$ cat src/rtl/alarm_controller.sv
// Intruder alarm controller: a registered Moore FSM with exit delay, entry delay,
// a timed siren, and a sticky record of the zones that tripped.
// The state register is visible directly on selsw so checkers can bind to it.
module alarm_controller #(
    parameter int EXIT_DELAY  = 8,
    parameter int ENTRY_DELAY = 8,
    parameter int SIREN_TIME  = 16
) (
    input  logic       clk,
    input  logic       reset,
    input  logic       arm,
    input  logic       disarm,
    input  logic [3:0] zone,
    output logic [2:0] selsw,
    output logic       siren,
    output logic       armed,
    output logic [3:0] zone_latched,
    output logic [1:0] zone_id
);

    typedef enum logic [2:0] {
        S_DISARMED   = 3'b000,
        S_EXIT_WAIT  = 3'b001,
        S_ARMED      = 3'b010,
        S_ENTRY_WAIT = 3'b011,
        S_ALARM      = 3'b100,
        S_SILENCED   = 3'b101
    } state_t;

    // Counter load values: a timed state lasts DELAY cycles because it exits
    // on the edge where the counter has reached zero.
    localparam logic [7:0] EXIT_LOAD  = 8'(EXIT_DELAY - 1);
    localparam logic [7:0] ENTRY_LOAD = 8'(ENTRY_DELAY - 1);
    localparam logic [7:0] SIREN_LOAD = 8'(SIREN_TIME - 1);

    state_t     state_q, state_d;
    logic [7:0] cnt_q, cnt_d;
    logic [3:0] zone_latched_q, zone_latched_d;
    logic [1:0] zone_id_q, zone_id_d;
    logic [1:0] lowest_zone;

    // Index of the lowest-numbered active zone (only used when some zone is set).
    always_comb begin
        lowest_zone = 2'd0;
        casez (zone)
            4'b???1: lowest_zone = 2'd0;
            4'b??10: lowest_zone = 2'd1;
            4'b?100: lowest_zone = 2'd2;
            4'b1000: lowest_zone = 2'd3;
            default: lowest_zone = 2'd0;
        endcase
    end

    // Next-state, counter and zone-record logic; disarm overrides everything.
    always_comb begin
        state_d        = state_q;
        cnt_d          = cnt_q;
        zone_latched_d = zone_latched_q;
        zone_id_d      = zone_id_q;

        if (disarm) begin
            state_d        = S_DISARMED;
            cnt_d          = 8'd0;
            zone_latched_d = 4'b0000;
            zone_id_d      = 2'd0;
        end else begin
            case (state_q)
                S_DISARMED: begin
                    if (arm) begin
                        state_d = S_EXIT_WAIT;
                        cnt_d   = EXIT_LOAD;
                    end
                end
                S_EXIT_WAIT: begin
                    if (cnt_q == 8'd0) begin
                        state_d = S_ARMED;
                    end else begin
                        cnt_d = cnt_q - 8'd1;
                    end
                end
                S_ARMED: begin
                    if (zone != 4'b0000) begin
                        zone_latched_d = zone;
                        zone_id_d      = lowest_zone;
                        if (zone[3]) begin
                            state_d = S_ALARM;
                            cnt_d   = SIREN_LOAD;
                        end else begin
                            state_d = S_ENTRY_WAIT;
                            cnt_d   = ENTRY_LOAD;
                        end
                    end
                end
                S_ENTRY_WAIT: begin
                    zone_latched_d = zone_latched_q | zone;
                    if (zone[3] || (cnt_q == 8'd0)) begin
                        state_d = S_ALARM;
                        cnt_d   = SIREN_LOAD;
                    end else begin
                        cnt_d = cnt_q - 8'd1;
                    end
                end
                S_ALARM: begin
                    zone_latched_d = zone_latched_q | zone;
                    if (cnt_q == 8'd0) begin
                        state_d = S_SILENCED;
                    end else begin
                        cnt_d = cnt_q - 8'd1;
                    end
                end
                S_SILENCED: begin
                    zone_latched_d = zone_latched_q | zone;
                    if (zone != 4'b0000) begin
                        state_d = S_ALARM;
                        cnt_d   = SIREN_LOAD;
                    end
                end
                default: begin
                    // Unused codes 110/111 recover to a clean disarmed state.
                    state_d        = S_DISARMED;
                    cnt_d          = 8'd0;
                    zone_latched_d = 4'b0000;
                    zone_id_d      = 2'd0;
                end
            endcase
        end
    end

    // State, counter and zone record registers with synchronous reset.
    always_ff @(posedge clk) begin
        if (reset) begin
            state_q        <= S_DISARMED;
            cnt_q          <= 8'd0;
            zone_latched_q <= 4'b0000;
            zone_id_q      <= 2'd0;
        end else begin
            state_q        <= state_d;
            cnt_q          <= cnt_d;
            zone_latched_q <= zone_latched_d;
            zone_id_q      <= zone_id_d;
        end
    end

    // Outputs decode only registered state, never the inputs.
    always_comb begin
        selsw        = state_q;
        siren        = (state_q == S_ALARM);
        armed        = (state_q == S_ARMED) || (state_q == S_ENTRY_WAIT) ||
                       (state_q == S_ALARM) || (state_q == S_SILENCED);
        zone_latched = zone_latched_q;
        zone_id      = zone_id_q;
    end

endmodule

$ cat config.mk
export PLATFORM = sky130hd
export DESIGN_NAME = alarm_controller
export DESIGN_NICKNAME = d
export VERILOG_FILES = /design/src/rtl/alarm_controller.sv
export SDC_FILE = /design/constraint.sdc
export NUM_CORES = 1
export LEC_CHECK = 0
export CAP_MARGIN = 40
export CELL_PAD_IN_SITES_DETAIL_PLACEMENT = 0
export CELL_PAD_IN_SITES_GLOBAL_PLACEMENT = 2
export CORE_ASPECT_RATIO = 1.25
export CORE_UTILIZATION = 31
export CTS_CLUSTER_DIAMETER = 30
export CTS_CLUSTER_SIZE = 20
export DETAILED_ROUTE_END_ITERATION = 12
export GPL_TIMING_DRIVEN = 0
export PLACE_DENSITY_LB_ADDON = 0.25
export SYNTH_ARGS = -nofsm -noshare
export SYNTH_HDL_FRONTEND = slang
export SYNTH_SLANG_ARGS = --single-unit
$ cat constraint.sdc
create_clock -name clk -period 5.69 [get_ports clk]
set_clock_uncertainty 0.05 [all_clocks]
set_input_delay 0.569 -clock clk [delete_from_list [all_inputs] [get_ports clk]]
set_output_delay 0.569 -clock clk [all_outputs]
set_load 0.05 [all_outputs]
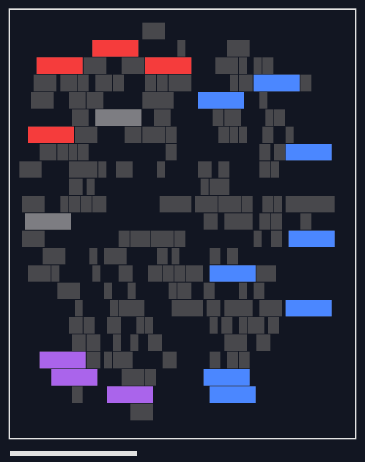
run_1/ff_map.png
The bar under the picture is 20 um long. Other sequential cells in the stronger gray, the rest of the logic in the fainter gray.
- cnt_q: blue (placed flops 8)
- zone_latched: red (placed flops 4; where upper left)
- selsw: purple (placed flops 3)

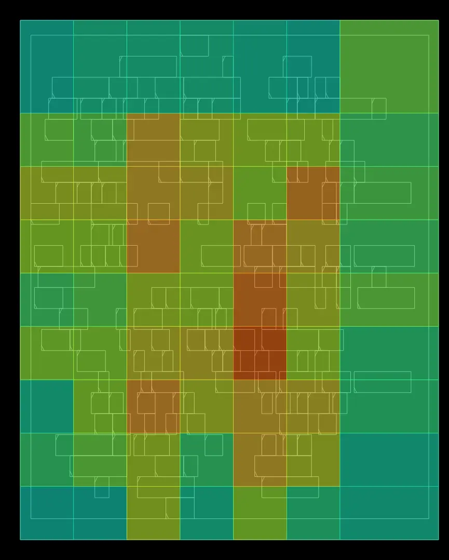
run_1/congestion_map.png
grt met3 use: 0.02252
met2 Track Usage GR: 0.3095
DR WL/cell: 13.69 um
GR Util met1: 0.2109

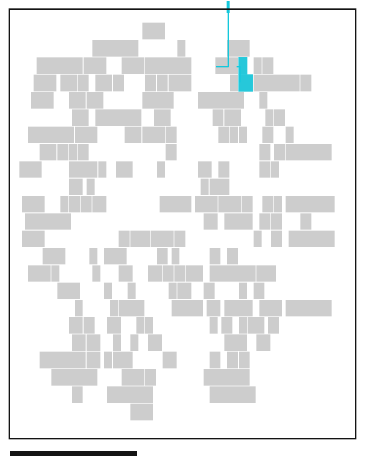
run_1/port_trees.png
The bar under the picture is 20 um long.
- reset: cyan (bits 1; direction input; edge top; end cells 2; buffers 1; wire 13.3 um)
IO Pins: 19
Port Buf Inserts: 17

==> flow_metrics.env, run 1 <==
# physical design summary
export IMPL_status="completed"
export IMPL_lay_top_count="a21oi_1"
export IMPL_rsz0062_at_grt="false"
export IMPL_fp_util=0.3273
export IMPL_cts_resized=0
export IMPL_htreeDepth=1
export IMPL_path_class="flop to output pin"
export IMPL_final_cell_mix="a21oi_1 (18), dfxtp_1 (17), clkdlybuf4s50_1 (17), nor2_1 (13)"
export IMPL_pwr_share_seq=0.436
export IMPL_hold_violations=0
export IMPL_hold_slack_ns=0.4348
export IMPL_setup_tns_final_ns=0
export IMPL_area_delta_synth_final_pct=24.79
export IMPL_ir_drop_mv=0.09380
export IMPL_die_w_um=54.17
export IMPL_finalWeightedCongestion=0.7770
export IMPL_fillers=353
export IMPL_max_slew_worst_pin_slew_ns=0.5393
export IMPL_pwr_share_clk=0.316
export IMPL_syn_inst=139
export IMPL_grt_start_max_net_pins=11
export IMPL_die_area_sq_um=3641
export IMPL_antenna_cells=0
export IMPL_cp_required_ns=5.07
export IMPL_top_cell_area_share=0.3227
export IMPL_p_int_uw=201.8
export IMPL_final_period_utilization=0.4315
export IMPL_yosys_area_top_type="dfxtp_1"
export IMPL_antenna_found_initial=0
export IMPL_worst_hold_path_type="flop to flop"
export IMPL_ys_cells=139
export IMPL_dpl_hpwl_um=2069
export IMPL_syn_avg_cell_area_sq_um=7.588
export IMPL_ys_area_sq_um=1055
export IMPL_syn_cell_area_sq_um=1055
export IMPL_grt_pass1_vias=1048
export IMPL_switchingPower_uw=88.66
export IMPL_grt_overflow=0
export IMPL_power_uw=290.4
export IMPL_timing_slew_headroom=0.6375
export IMPL_vias=1046
export IMPL_setup_violations=0
export IMPL_grt_busiest_layer="met2"
export IMPL_utilization=0.4084
export IMPL_post_cts_buffers=0
export IMPL_cts_sinks=17
export IMPL_track_usage=0.1776
export IMPL_p_leak_uw=0.0004618
export IMPL_p_sw_frac=0.3053
export IMPL_grt_pass1_wl_um=4740
export IMPL_dr_pass1_iters=4
export IMPL_drtAntennaViolNets=0
export IMPL_die_y_um=67.22
export IMPL_fin_nets=171
export IMPL_drtIter0Drc=24
export IMPL_top_cells_by_area="dfxtp_1 (32%), a21oi_1 (8.5%), o21ai_0 (5.2%), nor2_1 (4.6%), nand2b_1 (4.2%)"
export IMPL_synth_distinct_cells=38
export IMPL_rows=23
export IMPL_cts_root_buf="clkbuf_8"
export IMPL_drive_gt1_frac=0.08750
export IMPL_cts_tree="yes"
export IMPL_mi_logic_area_sq_um=666.9
export IMPL_combPwrFrac=0.248
export IMPL_core_area_sq_um=3223
export IMPL_openroad_warnings=27
export IMPL_report_final_slew_viol_count=0
export IMPL_clock_path_buffers=2
export IMPL_clk_pin_slew_ns=0.07
export IMPL_cp_max_fo=8
export IMPL_cp_start_kind="flop"
export IMPL_arrival_ns=1.84
export IMPL_synth_seq_area_share=0.3227
export IMPL_syn_nets=149
export IMPL_power_density_nw_per_um2=220.6
export IMPL_drc=0
export IMPL_ys_warn_count=0
export IMPL_fmax_ghz=0.4073
export IMPL_routed_wirelength_um=2697
export IMPL_post_route_min_period_ns=2.455
export IMPL_cap_violations=0
export IMPL_cts_made_buffers=3
export IMPL_worstSkewPairLatency_ns=0.25
export IMPL_drt_vias_per_instance=5.310
export IMPL_synth_flops=17
export IMPL_ctsHoldBuffers=0
export IMPL_end_kind="output pin"
export IMPL_final_seq_area_sq_um=340.3
run 1: synthesized netlist by cell type (all sizes together):
library cell  number
or3                2
or2                3
a21oi             19
a211o              1
ha                 2
dfxtp             17
a311o              1
nand3b             1
a32o               2
nor2b              2
nor4               3
o21ai             11
nand4              1
o21bai             4
nand3              5
a21o               1
mux2               1
nor2              13
clkbuf             7
mux2i              1
and3               1
inv                4
nand2b             7
xor2               1
a221o              1
o211ai             1
a211oi             4
o21a               2
o21ba              1
nor3               8
nand2             11
buf                1
run 1: metal layers:
layer | up-vias | share of wire
met5 | - | 0
met4 | 0 | 0.013
met3 | 4 | 0.026
met2 | 17 | 0.51
met1 | 482 | 0.45
li1 | 543 | -
run 1: path summary, 6_finish.rpt:
path / startpoint / end / slack, ns / depth (start not counted)
worst max-delay path: selsw[2]$_SDFFE_PP0P_ / siren / 3.23 / 3
worst min-delay path: cnt_q[7]$_SDFFE_PP0P_ / cnt_q[7]$_SDFFE_PP0P_ / 0.43 / 2
worst max register to register: selsw[2]$_SDFFE_PP0P_ / selsw[0]$_SDFFE_PP0P_ / 3.69 / 6
worst min register to register: cnt_q[7]$_SDFFE_PP0P_ / cnt_q[7]$_SDFFE_PP0P_ / 0.43 / 2
run 1: sequential cells by signal, indices dropped and copies added (netlist names):
name,flops
cnt_q,8
selsw,3
zone_id,2
zone_latched,4
run 1: worst max-delay path, cell delays in order (launching register included):
cell             delay [ns]
dfxtp_1                0.44
nand2b_1               0.15
nor2_1                 0.16
clkdlybuf4s50_1        0.83
run 1: stage by stage:
| stage | cells | setup slack (ns) | area [sq um] |
|---|---|---|---|
| after floorplan | 139 | 3.463 | 1055 |
| after global routing | 197 | 3.115 | 1316 |
| after CTS | 197 | 3.215 | 1316 |
| after detailed placement | 193 | 3.210 | 1271 |
| final | 197 | 3.235 | 1316 |
| after global placement | 193 | 3.224 | 1271 |
run 1: power by group through the flow:
stage	Clock (uW)	Sequential [uW]	Combinational, uW
3_5_place_dp	0	129	72.1
4_1_cts	96.6	127	72.5
6_report	91.8	127	72.0
2_1_floorplan	0	132	49.3
5_1_grt	103	127	80.8
3_3_place_gp	0	129	71.9
run 1: logic make-up (layout without fill, tap and decap cells):
family | after synthesis | in the layout | share of synthesized area
mux | 2 | 2 | 0.02017
compound gates | 48 | 48 | 0.2883
fa+ha+maj | 2 | 2 | 0.02372
flops | 17 | 17 | 0.3227
xor+xnor | 1 | 1 | 0.008305
simple gates | 57 | 57 | 0.2918
buf+inv | 12 | 33 | 0.04506
run 1: final cells by class:
type / instances / share of cell area
buffer: 8 / 0.02471
clock buffer: 4 / 0.03422
inverter: 4 / 0.01141
multi-input combinational: 110 / 0.5067
sequential: 17 / 0.2586
tap: 37 / 0.03517
timing repair buffer: 17 / 0.1293
run_1/m1.png
The bar under the picture is 20 um long. Supply wires on this layer in gray.
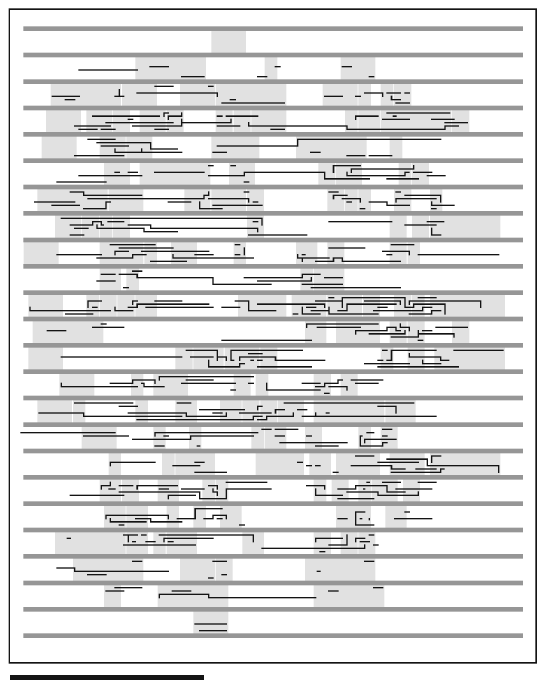

==> inputs of run 2 (changes only) <==
CORE_UTILIZATION = 29   (was 31)
clock period = 2.4 ns   (was 5.69 ns; I/O delays follow)
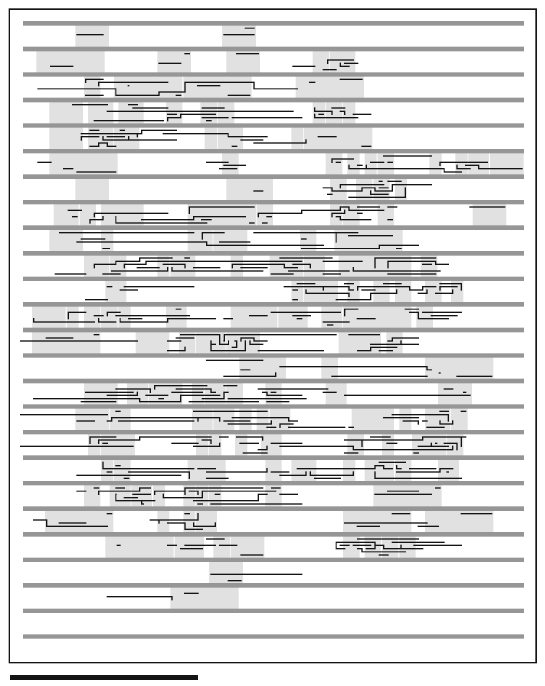
run_2/m1.png
The bar under the picture is 20 um long. Supply wires on this layer in gray.
- longest straight run: 19.8 um
- main direction: horizontal
GR Util met1: 0.1953
Vias: 1,056
wirelength, routed: 2857 um

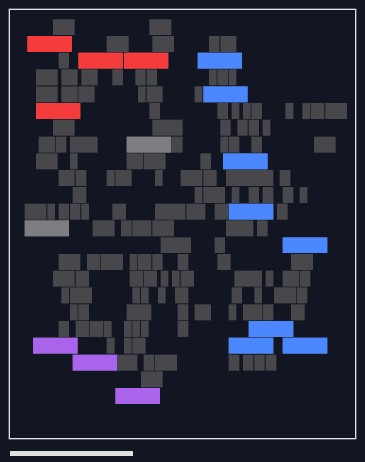
run_2/ff_map.png
The bar under the picture is 20 um long. Other sequential cells in the stronger gray, the rest of the logic in the fainter gray.
- zone_latched: red (placed flops 4; where upper left)
- cnt_q: blue (placed flops 8)
- selsw: purple (placed flops 3)
- not colored: 2
Reg area: 340.3 sq um
sequential group power: 300 uW

==> flow_metrics.env, run 2 <==
# physical design summary
export IMPL_setup_tns_final_ns=0
export IMPL_grt_pass1_wl_um=5057
export IMPL_r2r_cells=7
export IMPL_pre_cts_slack_ns=0.2244
export IMPL_drive_gt1_frac=0.08750
export IMPL_track_usage=0.1607
export IMPL_yosys_area_top_type="dfxtp_1"
export IMPL_worstHoldEndpoint="cnt_q[7]$_SDFFE_PP0P_"
export IMPL_clk_pin_slew_ns=0.07
export IMPL_syn_inst=139
export IMPL_clock_path_buffers=2
export IMPL_htreeDepth=1
export IMPL_rsz0062_at_grt="false"
export IMPL_top_cell_area_share=0.3227
export IMPL_cts_resized=0
export IMPL_grt_overflow=0
export IMPL_hold_violations=0
export IMPL_syn_nets=149
export IMPL_path_class="flop to output pin"
export IMPL_die_y_um=69.43
export IMPL_combPwrFrac=0.247
export IMPL_die_area_sq_um=3884
export IMPL_status="completed"
export IMPL_ctsHoldBuffers=0
export IMPL_p_leak_uw=0.0004618
export IMPL_core_area_sq_um=3483
export IMPL_worst_slack_ns=0.2222
export IMPL_cts_sinks=17
export IMPL_largest_register_ffs=8
export IMPL_max_slew_worst_pin_slew_ns=0.5662
export IMPL_arrival_ns=1.89
export IMPL_worst_hold_path_type="flop to flop"
export IMPL_fin_nets=171
export IMPL_edf_count=0
export IMPL_ys_area_sq_um=1055
export IMPL_rows=24
export IMPL_grt_start_max_net_pins=11
export IMPL_largest_register="cnt_q"
export IMPL_synthArstFlopShare=0
export IMPL_drt_vias_per_instance=5.307
export IMPL_flop_cell="dfxtp_1"
export IMPL_antenna_cells=0
export IMPL_crit_buf_inv=1
export IMPL_timing_slew_headroom=0.6194
export IMPL_synth_flops=17
export IMPL_cts_root_buf="clkbuf_8"
export IMPL_r2r_end="selsw[1]$_SDFFE_PP0P_"
export IMPL_critPathTopFamily="buffers and inverters"
export IMPL_cp_max_fo=8
export IMPL_cp_start_kind="flop"
export IMPL_io_buffer_count=17
export IMPL_die_w_um=55.94
export IMPL_dr_pass1_iters=5
export IMPL_cts_tree="yes"
export IMPL_synthTopCellsByCount="a21oi_1 (18), dfxtp_1 (17), nor2_1 (13)"
export IMPL_end_kind="output pin"
export IMPL_switchingPower_uw=215.7
export IMPL_syn_avg_cell_area_sq_um=7.588
export IMPL_grt_pass1_vias=1111
export IMPL_power_uw=693.8
export IMPL_dpl_hpwl_um=2151
export IMPL_fmax_ghz=0.4592
export IMPL_pwr_share_clk=0.320
export IMPL_drc=0
export IMPL_post_cts_buffers=0
export IMPL_top_cells_by_area="dfxtp_1 (32%), a21oi_1 (8.5%), o21ai_0 (5.2%), nor2_1 (4.6%), nand2b_1 (4.2%)"
export IMPL_pin_count=19
export IMPL_slowest_delay_ns=0.84
export IMPL_power_density_nw_per_um2=526.1
export IMPL_drtIter0Drc=20
export IMPL_cp_required_ns=2.11
export IMPL_rrSetupSlack_ns=0.38
export IMPL_synth_seq_area_share=0.3227
export IMPL_fp_util=0.3028
export IMPL_drtAntennaViolNets=0
export IMPL_cts_made_buffers=3
export IMPL_final_cell_mix="a21oi_1 (18), dfxtp_1 (17), clkdlybuf4s50_1 (17), nor2_1 (13)"
export IMPL_cap_violations=0
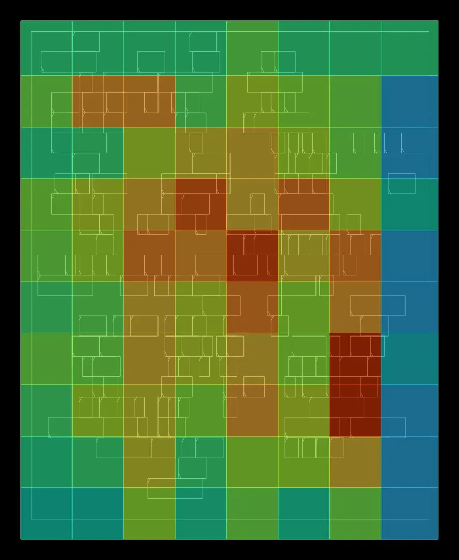
run_2/congestion_map.png
grt met3 use: 0.02052
DR WL/cell: 14.36 um
Util after Layout: 0.3786

run 2: cell counts after synthesis:
No cell type changed its count.
run 2: layout make-up:
type	instances	area (sq um)
Tap cell	39	48.80
Timing Repair Buffer	17	170.2
Fill cell	388	2165
Inverter	4	15.01
Sequential cell	17	340.3
Buffer	8	32.53
Clock buffer	4	45.04
Multi-Input combinational cell	110	666.9
run 2: how the worst max path moves through the flow:
stage	endpoint	slack, ns	cells past startpoint
after floorplan	cnt_q[1]$_SDFFE_PP0P_	0.17	6
after global placement	cnt_q[2]$_SDFFE_PP0P_	0.26	6
after detailed placement	cnt_q[2]$_SDFFE_PP0P_	0.22	6
after CTS	siren	0.24	3
after global routing	siren	0.12	3
final	siren	0.22	3
run 2: metal layers:
layer,up-vias,global-route usage,part of all wire
met5,-,0,0
met3,4,0.02052,0.025
met2,14,0.2838,0.49
li1,543,-,-
met4,0,0.06504,0.011
met1,495,0.1953,0.47
run 2: logic make-up (layout without fill, tap and decap cells):
family                     Yosys count  count (layout)  share of synthesized area
buffers and inverters               12              33                    0.04506
and+or+nand+nor                     57              57                     0.2918
xor gates and xnor gates             1               1                   0.008305
muxes                                2               2                    0.02017
AOI/OAI and AO/OA                   48              48                     0.2883
DFF                                 17              17                     0.3227
adders and majority gates            2               2                    0.02372
run 2: through the flow:
step | instance area (sq um) | hold slack, ns
3_3_place_gp | 1274 | 0.4257
4_1_cts | 1319 | 0.4323
2_1_floorplan | 1055 | 0.3970
6_report | 1319 | 0.4388
3_5_place_dp | 1274 | 0.4321
5_1_grt | 1319 | 0.4899
run 2: worst min-delay path: stages, from the launching register on:
cell	delay (ns)
dfxtp_1	0.32
o21ai_0	0.07
a21oi_1	0.06
run 2: power by group through the flow:
stage          logic [uW]  registers [uW]  clock network (uW)
2_1_floorplan         117             313                   0
3_3_place_gp          171             306                   0
3_5_place_dp          172             307                   0
4_1_cts               173             300                 233
5_1_grt               194             302                 237
6_report              172             300                 222
run_2/port_trees.png
The bar under the picture is 20 um long.
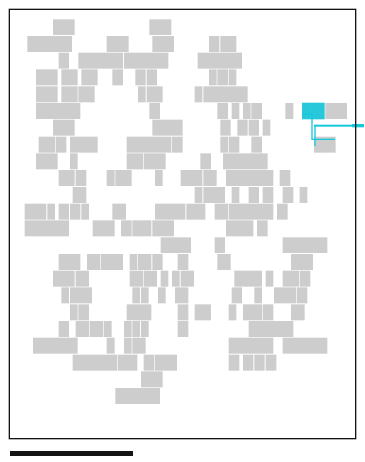

==> inputs of run 3 (changes only) <==
CORE_UTILIZATION = 26   (was 29)
clock period = 1.8 ns   (was 2.4 ns; I/O delays follow)
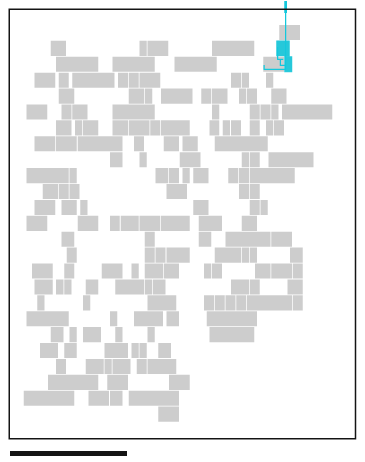
run_3/port_trees.png
The bar under the picture is 20 um long.
- reset: cyan (bits 1; direction input; edge top; end cells 2; buffers 1; wire 19.2 um)

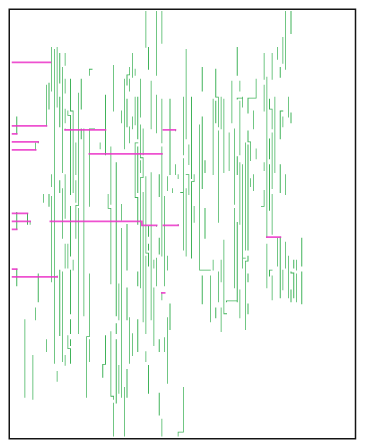
run_3/layers.png
Only two layers are drawn.
- M3: magenta (wire length 81.0 um)
- M2: green (wire length 1,620 um)

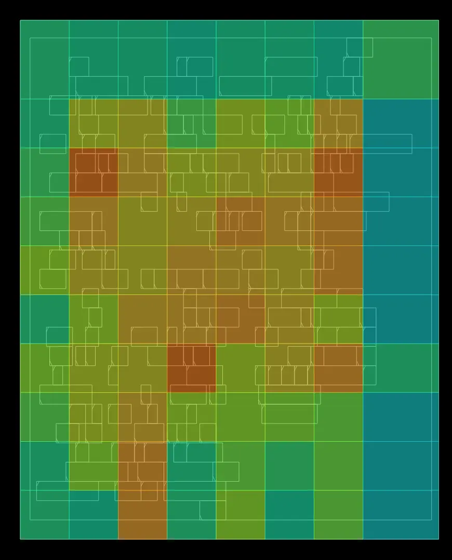
run_3/congestion_map.png
Util after Layout: 0.3876
DR WL/cell: 13.94 um
met2 Track Usage GR: 0.2992

==> flow_metrics.env, run 3 <==
# physical design summary
export IMPL_io_buffer_count=17
export IMPL_yosys_area_top_type="dfxtp_1"
export IMPL_grt_pass1_wl_um=5278
export IMPL_drc=0
export IMPL_drive_gt1_frac=0.2575
export IMPL_syn_avg_cell_area_sq_um=7.588
export IMPL_final_cell_mix="a21oi_1 (16), clkdlybuf4s50_1 (15), nor2_1 (12), nand2_1 (11)"
export IMPL_path_class="flop to flop"
export IMPL_syn_inst=139
export IMPL_power_density_nw_per_um2=661.0
export IMPL_rows=25
export IMPL_max_slew_worst_pin_slew_ns=0.5483
export IMPL_dpl_hpwl_um=2257
export IMPL_setup_tns_final_ns=-0.05268
export IMPL_holdPathStages=3
export IMPL_ys_area_sq_um=1055
export IMPL_vias=1110
export IMPL_end_kind="flop"
export IMPL_worstHoldEndpoint="zone_latched[3]$_SDFFE_PP0P_"
export IMPL_setup_violations=3
export IMPL_timing_slew_headroom=0.6345
export IMPL_cp_max_fo=4
export IMPL_htreeDepth=1
export IMPL_antenna_cells=0
export IMPL_flop_cell="dfxtp_1"
export IMPL_grt_pass1_vias=1146
export IMPL_synth_flops=17
export IMPL_combPwrFrac=0.293
export IMPL_grt_start_max_net_pins=11
export IMPL_pwr_share_clk=0.305
export IMPL_status="finished, violations left"
export IMPL_switchingPower_uw=310.7
export IMPL_cts_tree="yes"
export IMPL_cts_root_buf="clkbuf_8"
export IMPL_cts_made_buffers=3
export IMPL_hold_violations=0
export IMPL_cts_sinks=17
export IMPL_drtIter0Drc=15
export IMPL_largest_register_ffs=8
export IMPL_fin_nets=178
export IMPL_rrSetupSlack_ns=-0.02
export IMPL_fp_util=0.2741
export IMPL_r2r_cells=6
export IMPL_drtAntennaViolNets=0
export IMPL_fmax_ghz=0.5486
export IMPL_worst_slack_ns=-0.02294
export IMPL_syn_nets=149
export IMPL_dr_pass1_iters=4
export IMPL_pin_count=19
export IMPL_cap_violations=0
export IMPL_core_area_sq_um=3847
export IMPL_track_usage=0.1613
export IMPL_cp_start_kind="flop"
export IMPL_ctsHoldBuffers=0
export IMPL_routed_wirelength_um=3081
export IMPL_p_leak_uw=0.0005249
export IMPL_failed_checks="setup timing"
export IMPL_die_w_um=58.97
export IMPL_arrival_ns=1.96
export IMPL_rsz0062_at_grt="true"
export IMPL_worst_hold_path_type="input pin to flop"
[run 3: cell types whose count changed in the layout (fill, tap and decap cells not counted), sizes merged]
cell	previous run	this run
buf	1	8
clkdlybuf4s50	17	15
clkdlybuf4s15	0	1
dlygate4sd2	0	1
[run 3: cells by family after synthesis]
logic type,synth area share
xor gates and xnor gates,0.008305
AOI/OAI and AO/OA,0.2883
adders and majority gates,0.02372
buffers and inverters,0.04506
muxes,0.02017
and+or+nand+nor,0.2918
DFF,0.3227
[run 3: worst max path at each step]
stage                               start                    end  slack [ns]  depth (start not counted)
floorplan           selsw[0]$_SDFFE_PP0P_  selsw[1]$_SDFFE_PP0P_       -0.06                          7
global placement                  zone[1]  selsw[1]$_SDFFE_PP0P_       -0.28                          5
detailed placement                zone[2]  selsw[1]$_SDFFE_PP0P_       -0.30                          5
CTS                 cnt_q[5]$_SDFFE_PP0P_  selsw[1]$_SDFFE_PP0P_       -0.03                          6
global route        cnt_q[5]$_SDFFE_PP0P_  selsw[0]$_SDFFE_PP0P_       -0.10                          6
finish              cnt_q[5]$_SDFFE_PP0P_  selsw[0]$_SDFFE_PP0P_       -0.02                          6
[run 3: critical path: stages, from the launching register on]
cell and delay, ns:
dfxtp_4 0.36, nor4_4 0.33, nand3_2 0.14, o21a_4 0.14, a211o_1 0.28, or3_1 0.34, a21oi_2 0.12
[run 3: metal layers]
layer	wire length, um	global-route usage	share of wire	vias to the layer above
met5	0	0	0	-
met4	55	0.06349	0.018	0
met3	80	0.02482	0.026	5
met2	1618	0.2992	0.53	19
met1	1326	0.1798	0.43	525
li1	-	-	-	561
[run 3: final cells by class]
| class | count | area, sq um |
|---|---|---|
| clock buffers | 4 | 45.04 |
| well taps | 54 | 67.56 |
| repair buffers | 24 | 221.5 |
| flip-flops and latches | 17 | 364.1 |
| plain buffers | 8 | 48.80 |
| multi-input cells | 110 | 729.5 |
| fillers | 418 | 2356 |
| inverters | 4 | 15.01 |
[run 3: metrics by stage]
step	worst slack [ns]	std cells	area, sq um	power (uW)
2_1_floorplan	-0.05675	139	1091	576.7
3_3_place_gp	-0.2847	210	1329	642.3
3_5_place_dp	-0.2998	210	1329	642.9
4_1_cts	-0.02923	219	1465	973.7
5_1_grt	-0.1028	221	1491	1041
6_report	-0.02294	221	1491	985.9
[run 3: timing repair]
| item | in CTS | in global routing |
|---|---|---|
| gates resized | 19 | 12 |
| cloned | 0 | 0 |
| hold endpoints to repair | 0 | 0 |
| buffers inserted | 5 | 2 |
| endpoints found under the setup margin | 8 | 10 |
| pin swaps | 2 | 1 |
[run 3: power by group through the flow]
stage / Sequential (uW) / Combinational, uW / Clock, uW
after CTS: 396 / 270 / 307
after global placement: 406 / 236 / 0
after global routing: 399 / 319 / 324
after detailed placement: 407 / 236 / 0
final: 397 / 289 / 301
after floorplan: 415 / 162 / 0
Power is estimated from default activity; no workload was simulated.
